===== src/rtl/inst_encoder_loader_if.sv =====
// ============================================================================
// Module      : inst_encoder_loader_if
// Description : Descriptor-in / instruction-memory-write bus for the encoder
//               loader; slave = loader view, master = driver/memory view.
// Revision    : 1.0
// ============================================================================
`default_nettype none

interface inst_encoder_loader_if #(
   parameter int ADDR_W = 8
);
   logic              start;
   logic [ADDR_W-1:0] base_addr;
   logic              in_valid;
   logic              in_ready;
   logic [2:0]        in_kind;
   logic [4:0]        in_rs;
   logic [4:0]        in_rt;
   logic [4:0]        in_rd;
   logic [4:0]        in_shamt;
   logic [5:0]        in_func;
   logic [15:0]       in_imm;
   logic              imem_wr_en;
   logic [ADDR_W-1:0] imem_addr;
   logic [31:0]       imem_wdata;
   logic              imem_ready;
   logic [ADDR_W:0]   count;
   logic              full;
   logic              bad_kind;

   modport slave (
      input  start, base_addr, in_valid, in_kind, in_rs, in_rt, in_rd,
             in_shamt, in_func, in_imm, imem_ready,
      output in_ready, imem_wr_en, imem_addr, imem_wdata, count, full, bad_kind
   );

   modport master (
      output start, base_addr, in_valid, in_kind, in_rs, in_rt, in_rd,
             in_shamt, in_func, in_imm, imem_ready,
      input  in_ready, imem_wr_en, imem_addr, imem_wdata, count, full, bad_kind
   );
endinterface

`default_nettype wire


===== src/rtl/inst_encoder_loader.sv =====
// ============================================================================
// Module      : inst_encoder_loader
// Description : Packs field-level instruction descriptors into 32-bit MIPS
//               words and writes them to consecutive instruction-memory words.
// Revision    : 1.0
// ============================================================================
`default_nettype none

module inst_encoder_loader #(
   parameter int ADDR_W = 8,
   parameter int DEPTH  = 256
) (
   input  wire logic             clk,
   input  wire logic             rst,
   inst_encoder_loader_if.slave  bus
);
   typedef enum logic [1:0] {
      ST_IDLE = 2'd0,
      ST_LOAD = 2'd1,
      ST_FULL = 2'd2
   } state_t;

   localparam logic [ADDR_W:0]   c_DEPTH   = (ADDR_W+1)'(DEPTH);
   localparam logic [ADDR_W+1:0] c_DEPTH_X = (ADDR_W+2)'(DEPTH);

   state_t            r_state;
   logic [ADDR_W-1:0] r_ptr;
   logic [ADDR_W:0]   r_count;
   logic              r_full;
   logic              r_bad;
   logic              r_wr_en;
   logic [ADDR_W-1:0] r_addr;
   logic [31:0]       r_wdata;

   logic              w_accept;
   logic              w_complete;
   logic              w_legal;
   logic [31:0]       w_enc;
   logic [ADDR_W-1:0] w_ptr_inc;
   logic [ADDR_W:0]   w_count_inc;
   logic [ADDR_W+1:0] w_occupancy;
   logic              w_in_ready;

   always_comb begin
      w_legal = 1'b1;
      w_enc   = 32'h0;
      case (bus.in_kind)
         3'd0: w_enc = {6'b000000, bus.in_rs, bus.in_rt, bus.in_rd, bus.in_shamt, bus.in_func};
         3'd1: w_enc = {6'b001000, bus.in_rs, bus.in_rt, bus.in_imm};
         3'd2: w_enc = {6'b100011, bus.in_rs, bus.in_rt, bus.in_imm};
         3'd3: w_enc = {6'b101011, bus.in_rs, bus.in_rt, bus.in_imm};
         3'd4: w_enc = {6'b000100, bus.in_rs, bus.in_rt, bus.in_imm};
         3'd5: w_enc = {6'b000101, bus.in_rs, bus.in_rt, bus.in_imm};
         default: w_legal = 1'b0;
      endcase
   end

   // The pending write counts against DEPTH so the last slot is never overbooked.
   assign w_occupancy = {1'b0, r_count} + {{(ADDR_W+1){1'b0}}, r_wr_en};
   assign w_in_ready  = (r_state == ST_LOAD) && !bus.start &&
                        (!r_wr_en || bus.imem_ready) && (w_occupancy < c_DEPTH_X);
   assign w_accept    = bus.in_valid && w_in_ready;
   assign w_complete  = r_wr_en && bus.imem_ready;
   assign w_ptr_inc   = r_ptr + ADDR_W'(1);
   assign w_count_inc = r_count + (ADDR_W+1)'(1);

   always_ff @(posedge clk) begin
      if (rst) begin
         r_state <= ST_IDLE;
         r_ptr   <= '0;
         r_count <= '0;
         r_full  <= 1'b0;
         r_bad   <= 1'b0;
         r_wr_en <= 1'b0;
         r_addr  <= '0;
         r_wdata <= 32'h0;
      end else if (bus.start) begin
         r_state <= ST_LOAD;
         r_ptr   <= bus.base_addr;
         r_count <= '0;
         r_full  <= 1'b0;
         r_bad   <= 1'b0;
         r_wr_en <= 1'b0;
      end else begin
         if (w_complete) begin
            r_ptr   <= w_ptr_inc;
            r_count <= w_count_inc;
            if (w_count_inc == c_DEPTH) begin
               r_state <= ST_FULL;
               r_full  <= 1'b1;
            end
         end
         if (w_accept && w_legal) begin
            r_wr_en <= 1'b1;
            r_addr  <= w_complete ? w_ptr_inc : r_ptr;
            r_wdata <= w_enc;
         end else begin
            if (w_accept) r_bad <= 1'b1;
            if (w_complete) r_wr_en <= 1'b0;
         end
      end
   end

   assign bus.in_ready   = w_in_ready;
   assign bus.imem_wr_en = r_wr_en;
   assign bus.imem_addr  = r_addr;
   assign bus.imem_wdata = r_wdata;
   assign bus.count      = r_count;
   assign bus.full       = r_full;
   assign bus.bad_kind   = r_bad;

endmodule

`default_nettype wire


===== src/flat_wrapper.sv =====
// flat-port wrapper written by rule: the top's interface ports become plain ports
module inst_encoder_loader_flat 
#(
   parameter int ADDR_W = 8,
   parameter int DEPTH  = 256
)
  (clk, rst, bus_start, bus_base_addr, bus_in_valid, bus_in_kind, bus_in_rs, bus_in_rt, bus_in_rd, bus_in_shamt, bus_in_func, bus_in_imm, bus_imem_ready, bus_in_ready, bus_imem_wr_en, bus_imem_addr, bus_imem_wdata, bus_count, bus_full, bus_bad_kind);
  inst_encoder_loader_if #(.ADDR_W(ADDR_W)) bus_i ();
  input  wire logic clk;
  input  wire logic rst;
  input wire logic [$bits(bus_i.start)-1:0] bus_start;
  input wire logic [$bits(bus_i.base_addr)-1:0] bus_base_addr;
  input wire logic [$bits(bus_i.in_valid)-1:0] bus_in_valid;
  input wire logic [$bits(bus_i.in_kind)-1:0] bus_in_kind;
  input wire logic [$bits(bus_i.in_rs)-1:0] bus_in_rs;
  input wire logic [$bits(bus_i.in_rt)-1:0] bus_in_rt;
  input wire logic [$bits(bus_i.in_rd)-1:0] bus_in_rd;
  input wire logic [$bits(bus_i.in_shamt)-1:0] bus_in_shamt;
  input wire logic [$bits(bus_i.in_func)-1:0] bus_in_func;
  input wire logic [$bits(bus_i.in_imm)-1:0] bus_in_imm;
  input wire logic [$bits(bus_i.imem_ready)-1:0] bus_imem_ready;
  output wire logic [$bits(bus_i.in_ready)-1:0] bus_in_ready;
  output wire logic [$bits(bus_i.imem_wr_en)-1:0] bus_imem_wr_en;
  output wire logic [$bits(bus_i.imem_addr)-1:0] bus_imem_addr;
  output wire logic [$bits(bus_i.imem_wdata)-1:0] bus_imem_wdata;
  output wire logic [$bits(bus_i.count)-1:0] bus_count;
  output wire logic [$bits(bus_i.full)-1:0] bus_full;
  output wire logic [$bits(bus_i.bad_kind)-1:0] bus_bad_kind;
  assign bus_i.start = bus_start;
  assign bus_i.base_addr = bus_base_addr;
  assign bus_i.in_valid = bus_in_valid;
  assign bus_i.in_kind = bus_in_kind;
  assign bus_i.in_rs = bus_in_rs;
  assign bus_i.in_rt = bus_in_rt;
  assign bus_i.in_rd = bus_in_rd;
  assign bus_i.in_shamt = bus_in_shamt;
  assign bus_i.in_func = bus_in_func;
  assign bus_i.in_imm = bus_in_imm;
  assign bus_i.imem_ready = bus_imem_ready;
  assign bus_in_ready = bus_i.in_ready;
  assign bus_imem_wr_en = bus_i.imem_wr_en;
  assign bus_imem_addr = bus_i.imem_addr;
  assign bus_imem_wdata = bus_i.imem_wdata;
  assign bus_count = bus_i.count;
  assign bus_full = bus_i.full;
  assign bus_bad_kind = bus_i.bad_kind;
  inst_encoder_loader #(.ADDR_W(ADDR_W), .DEPTH(DEPTH)) u_core (.clk(clk), .rst(rst), .bus(bus_i));
endmodule

===== config.mk =====
export PLATFORM = sky130hd
export DESIGN_NAME = inst_encoder_loader_flat
export DESIGN_NICKNAME = d
export VERILOG_FILES = /design/src/rtl/inst_encoder_loader_if.sv /design/src/rtl/inst_encoder_loader.sv /design/src/flat_wrapper.sv
export SDC_FILE = /design/constraint.sdc
export NUM_CORES = 1
export LEC_CHECK = 0
export ABC_AREA = 1
export CORE_MARGIN = 8
export CORE_UTILIZATION = 44
export DETAILED_ROUTE_END_ITERATION = 12
export PLACE_DENSITY = 0.8
export REMOVE_ABC_BUFFERS = 1
export SETUP_SLACK_MARGIN = 0.15
export SLEW_MARGIN = 25
export SYNTH_ARGS = -nofsm -noshare
export SYNTH_HDL_FRONTEND = slang
export SYNTH_SLANG_ARGS = --single-unit

===== constraint.sdc =====
create_clock -name clk -period 1.85 [get_ports clk]
set_clock_uncertainty 0.15 [all_clocks]
set_input_delay 0.37 -clock clk [delete_from_list [all_inputs] [get_ports clk]]
set_output_delay 0.37 -clock clk [all_outputs]
set_load 0.005 [all_outputs]

**Layout detail**

Region (4, 52) to (44, 92) um. Cells in gray, sequential cells in the stronger gray; small squares are vias.
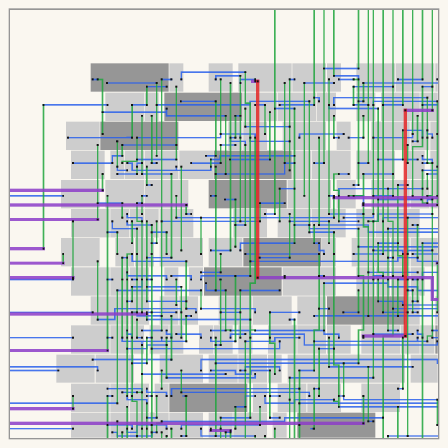
| color | layer |
|---|---|
| green | metal 2 |
| blue | metal 1 |
| red | metal 4 |
| purple | metal 3 |
sequential cells in the window: 10
netlist names of flops here include: u_core.bus.imem_wdata (10)
cells with their middle in the window: 124
most frequent: nand3_1 (25), nand2_1 (24), clkdlybuf4s50_1 (24)

**Wiring by layer**

Two of the layers only.
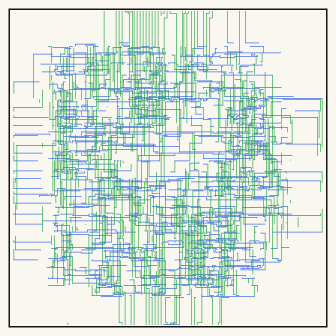
| color | layer | wire length |
|---|---|---|
| green | metal 2 | 4980 um |
| blue | metal 1 | 4050 um |
wire length per cell: 15.83 um
final wirelength: 10.01 mm
GR Util All Layers: 18.50%

**Sequential cells grouped by signal name**

Bar = 20 um. Other sequential cells in the stronger gray, the rest of the logic in the fainter gray.
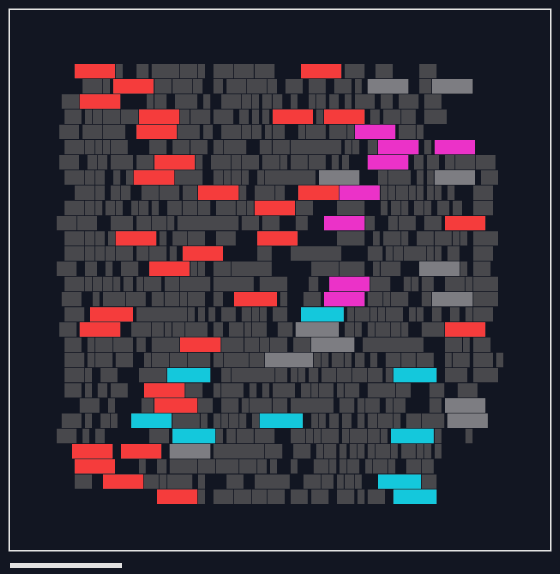
| color | signal | sequential cells |
|---|---|---|
| magenta | u_core.r_ptr | 8 |
| cyan | u_core.bus.count | 9 |
| red | u_core.bus.imem_wdata | 30 |
not colored: 12

==> summary.txt <==
run metrics: FILL cells=498, Remaining DRCs=0, Core ar.=approximately 6300 um2, crit path DRT=~2.0 ns, via/cell ratio=~5.2, die width=just under 100 um, Max Fanout on Critical Path=6, total grt overflow=0, Yosys chip area=approximately 2900 um2, Hold Path Stages=2, Antenna Cells=0, HP Start=u_core.bus.imem_wdata[28], FP Core Util=45.28%, Std-Cell Rows=29, crit path cell chain=inv_2, nand4_1, a21oi_2, buf_4, buf_6, nand4_4, clkinv_4, clkbuf_16, nand2_4, a21oi_2, pwr/cell area=roughly 650 nW/um2, Min-Delay Path Class=flip-flop to flip-flop, Worst Setup Start Kind=flip-flop, CTS H-tree depth=3, Worst R2R Start=u_core.bus.count[8], cell count after placement=around 600, Registers, synthesis=~59, die height=roughly 97 um, nets=611, Syn Inst Count=~400, Arr. time, crit path=between 1.5 and 2 ns, Buf+Inv Stages, Crit Path=5, WHS=0.3074 ns, design area=approximately 4800 um2, Tool Warnings=28, setup violators final=0, CP Capture Type=flip-flop, CP Class=flip-flop to flip-flop, Slowest cell on crit path=dfxtp_2, Final Hold Viols=0, Area Growth Syn to Fin=68.88%, fin crit share=between 90% and 100%, iteration count of the initial detailed-routing pass=4, share of cells above drive strength 1=between 20 and 30%, most frequent cell on the critical path=a21oi_2, Post-Synthesis Cell Area=around 2900 um2, TNS Setup=0 ns, num ports=between 100 and 150, Finished Layout Cells=approximately 630, mean area per synthesized cell=between 7 and 8 um2, RSZ-0062 raised after global routing=yes, initial antenna violation count=0, Final HPWL DP=roughly 6.6 mm, worst r2r dst=u_core.bus.imem_addr[3], CTS tree=built, vias in the first global route=3095, setup slack, reg-to-reg=about 0.076 ns, Final Max Slew Viols=0, ANT nets after route=0, Tot Pwr=~3.1 mW, fmax=around 560 MHz, maximum VDD drop=~0.48 mV, global-route wire length before repair=between 10 and 15 mm, number of port buffers=around 110, Yosys Instances=a little over 400, slowest stage delay, CP=roughly 0.34 ns, post-synth cell types=31, WHS Endpoint=u_core.bus.imem_wdata[28], Warnings, synthesis=0, Detailed Route Iter0 Violations=roughly 140, max-cap viol count=0, Max Root-Sink Buffers=2, GP Congestion=~0.84, via total after detailed routing=roughly 3300, Synth Seq Share=between 40 and 50%, CTS root buffer=clkbuf_8, cell family with most CP delay=buffers and inverters, largest net degree at the start of global routing=37, R2R cell count=10, Post-Place Cell Area=~4200 um2, status=completed, Tmin final=between 1.5 and 2 ns, die area=9333 um2, Clk pin slew, worst setup/hold paths=0.07 ns, Pleak=about 2.4 nW
**Wires at chosen ports, followed through buffers**

Bar = 20 um.
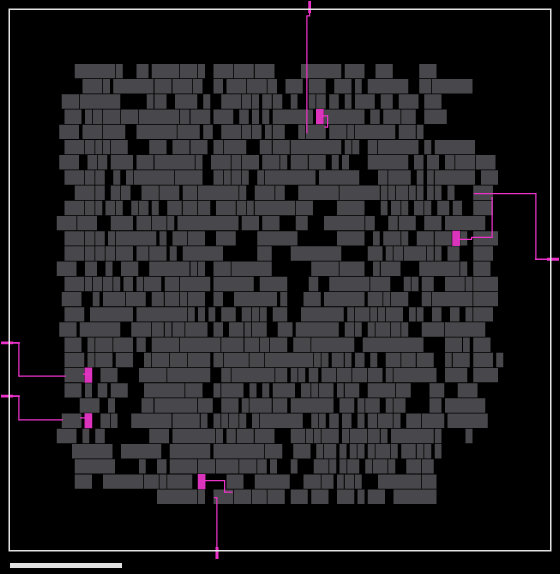
| color | port | bits | direction | edge | end cells | buffers | wire |
|---|---|---|---|---|---|---|---|
| magenta | bus_in_rt | 5 | input | 2 left, 1 bottom, 1 top, 1 right | 5 | 5 | 113 um |

**The clock network**

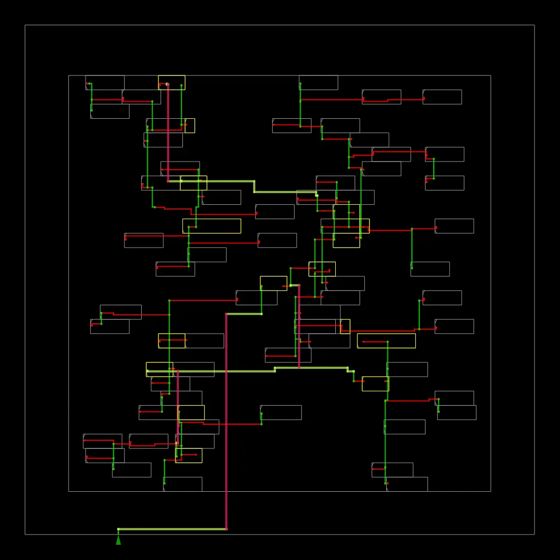
Seq cells: 59
Inserted Clock Buffers: 9
clock buf count: 11
Sink Count: 59
latest clock arrival within the worst-skew pair: 0.34 ns

per-layer routing:
layer | global-route usage, % | part of all wire (%)
met3 | 7.326 | 7.3
met1 | 19.86 | 40
met2 | 31.67 | 50
met4 | 7.337 | 2.5
met5 | 0 | 0
metrics by stage:
stage	setup WS, ns	util [%]
3_5_place_dp	-0.4464	66.98
4_1_cts	-0.007330	70.47
5_1_grt	-0.01287	76.48
2_1_floorplan	-0.5766	-
6_report	0.07629	76.48
3_3_place_gp	-0.4260	66.98
power by group:
part           internal (mW)  leakage, nW  switching (mW)
combinational          0.238         1.83           0.208
clock                  0.825        0.119           0.520
sequential              1.30        0.486          0.0243
total                   2.37         2.43           0.752
synthesized netlist by cell type, drive strengths merged:
cell type / instances / area [um2]
dfxtp: 59 / 1181
buf: 13 / 101.3
nand3: 40 / 200.2
a31oi: 1 / 6.260
inv: 35 / 131.4
clkbuf: 9 / 33.78
a21oi: 34 / 211.5
ha: 3 / 37.54
nand3b: 1 / 7.510
nand4: 4 / 37.53
nor3: 4 / 30.03
xor2: 7 / 61.31
o21bai: 2 / 15.01
conb: 1 / 3.750
nor2: 52 / 205.2
o21ai: 23 / 115.1
o211ai: 4 / 30.03
nand2: 110 / 442.9
o21a: 1 / 7.510
area by class of cell:
cell class	count	area (um2)	area share, %
Tap cell	77	96.34	1.995
Inverter	35	136.4	2.825
Clock inverter	5	75.07	1.555
Clock buffer	11	151.4	3.136
Multi-Input combinational cell	287	1638	33.92
Sequential cell	59	1201	24.88
Timing Repair Buffer	158	1530	31.69
layout by cell type (no fill, tap or decap), drive strengths merged, types with 2 or more instances in the layout:
master / count
nand2: 110
dfxtp: 59
clkdlybuf4s50: 55
nor2: 52
dlygate4sd2: 48
buf: 46
nand3: 40
inv: 34
a21oi: 34
o21ai: 23
clkbuf: 15
xor2: 7
dlymetal6s2s: 5
o211ai: 4
clkinv: 4
nand4: 4
nor3: 4
ha: 3
o21bai: 2
bufinv: 2
repair_timing:
action                                  CTS  global route
endpoints found under the setup margin   84            48
buffers inserted                          3             2
gates resized                            67            79
pin swaps                                 4            24
hold buffers                              0             0
gates cloned                              0             5
cells by family after synthesis:
logic type | count (synthesis) | share of synthesized area (%)
adder cells (fa/ha/maj) | 3 | 1.313
XOR/XNOR | 7 | 2.144
other | 1 | 0.1312
buffers and inverters | 57 | 9.321
flip-flops | 59 | 41.31
AND/OR/NAND/NOR | 211 | 32.30
AND-OR/OR-AND | 65 | 13.48
worst max path at each step:
stage / to / from / slack, ns / depth (start not counted)
5_1_grt: u_core.bus.imem_addr[3] / u_core.bus.count[8] / -0.01 / 10
3_3_place_gp: bus_in_ready / bus_start / -0.43 / 7
6_report: u_core.bus.imem_addr[3] / u_core.bus.count[8] / 0.08 / 10
4_1_cts: bus_in_ready / u_core.bus.count[0] / -0.007 / 6
3_5_place_dp: bus_in_ready / bus_start / -0.45 / 7
2_1_floorplan: u_core.bus.imem_addr[3] / bus_in_kind[2] / -0.58 / 5
sequential cells by signal, indices dropped and copies added (netlist names):
register,count
u_core.bus.bad_kind,1
u_core.bus.count,9
u_core.bus.imem_addr,8
u_core.bus.imem_wdata,30
u_core.bus.imem_wr_en,1
u_core.r_ptr,8
u_core.r_state,2
No activity file was given, so power comes from the tool's default toggle rates.
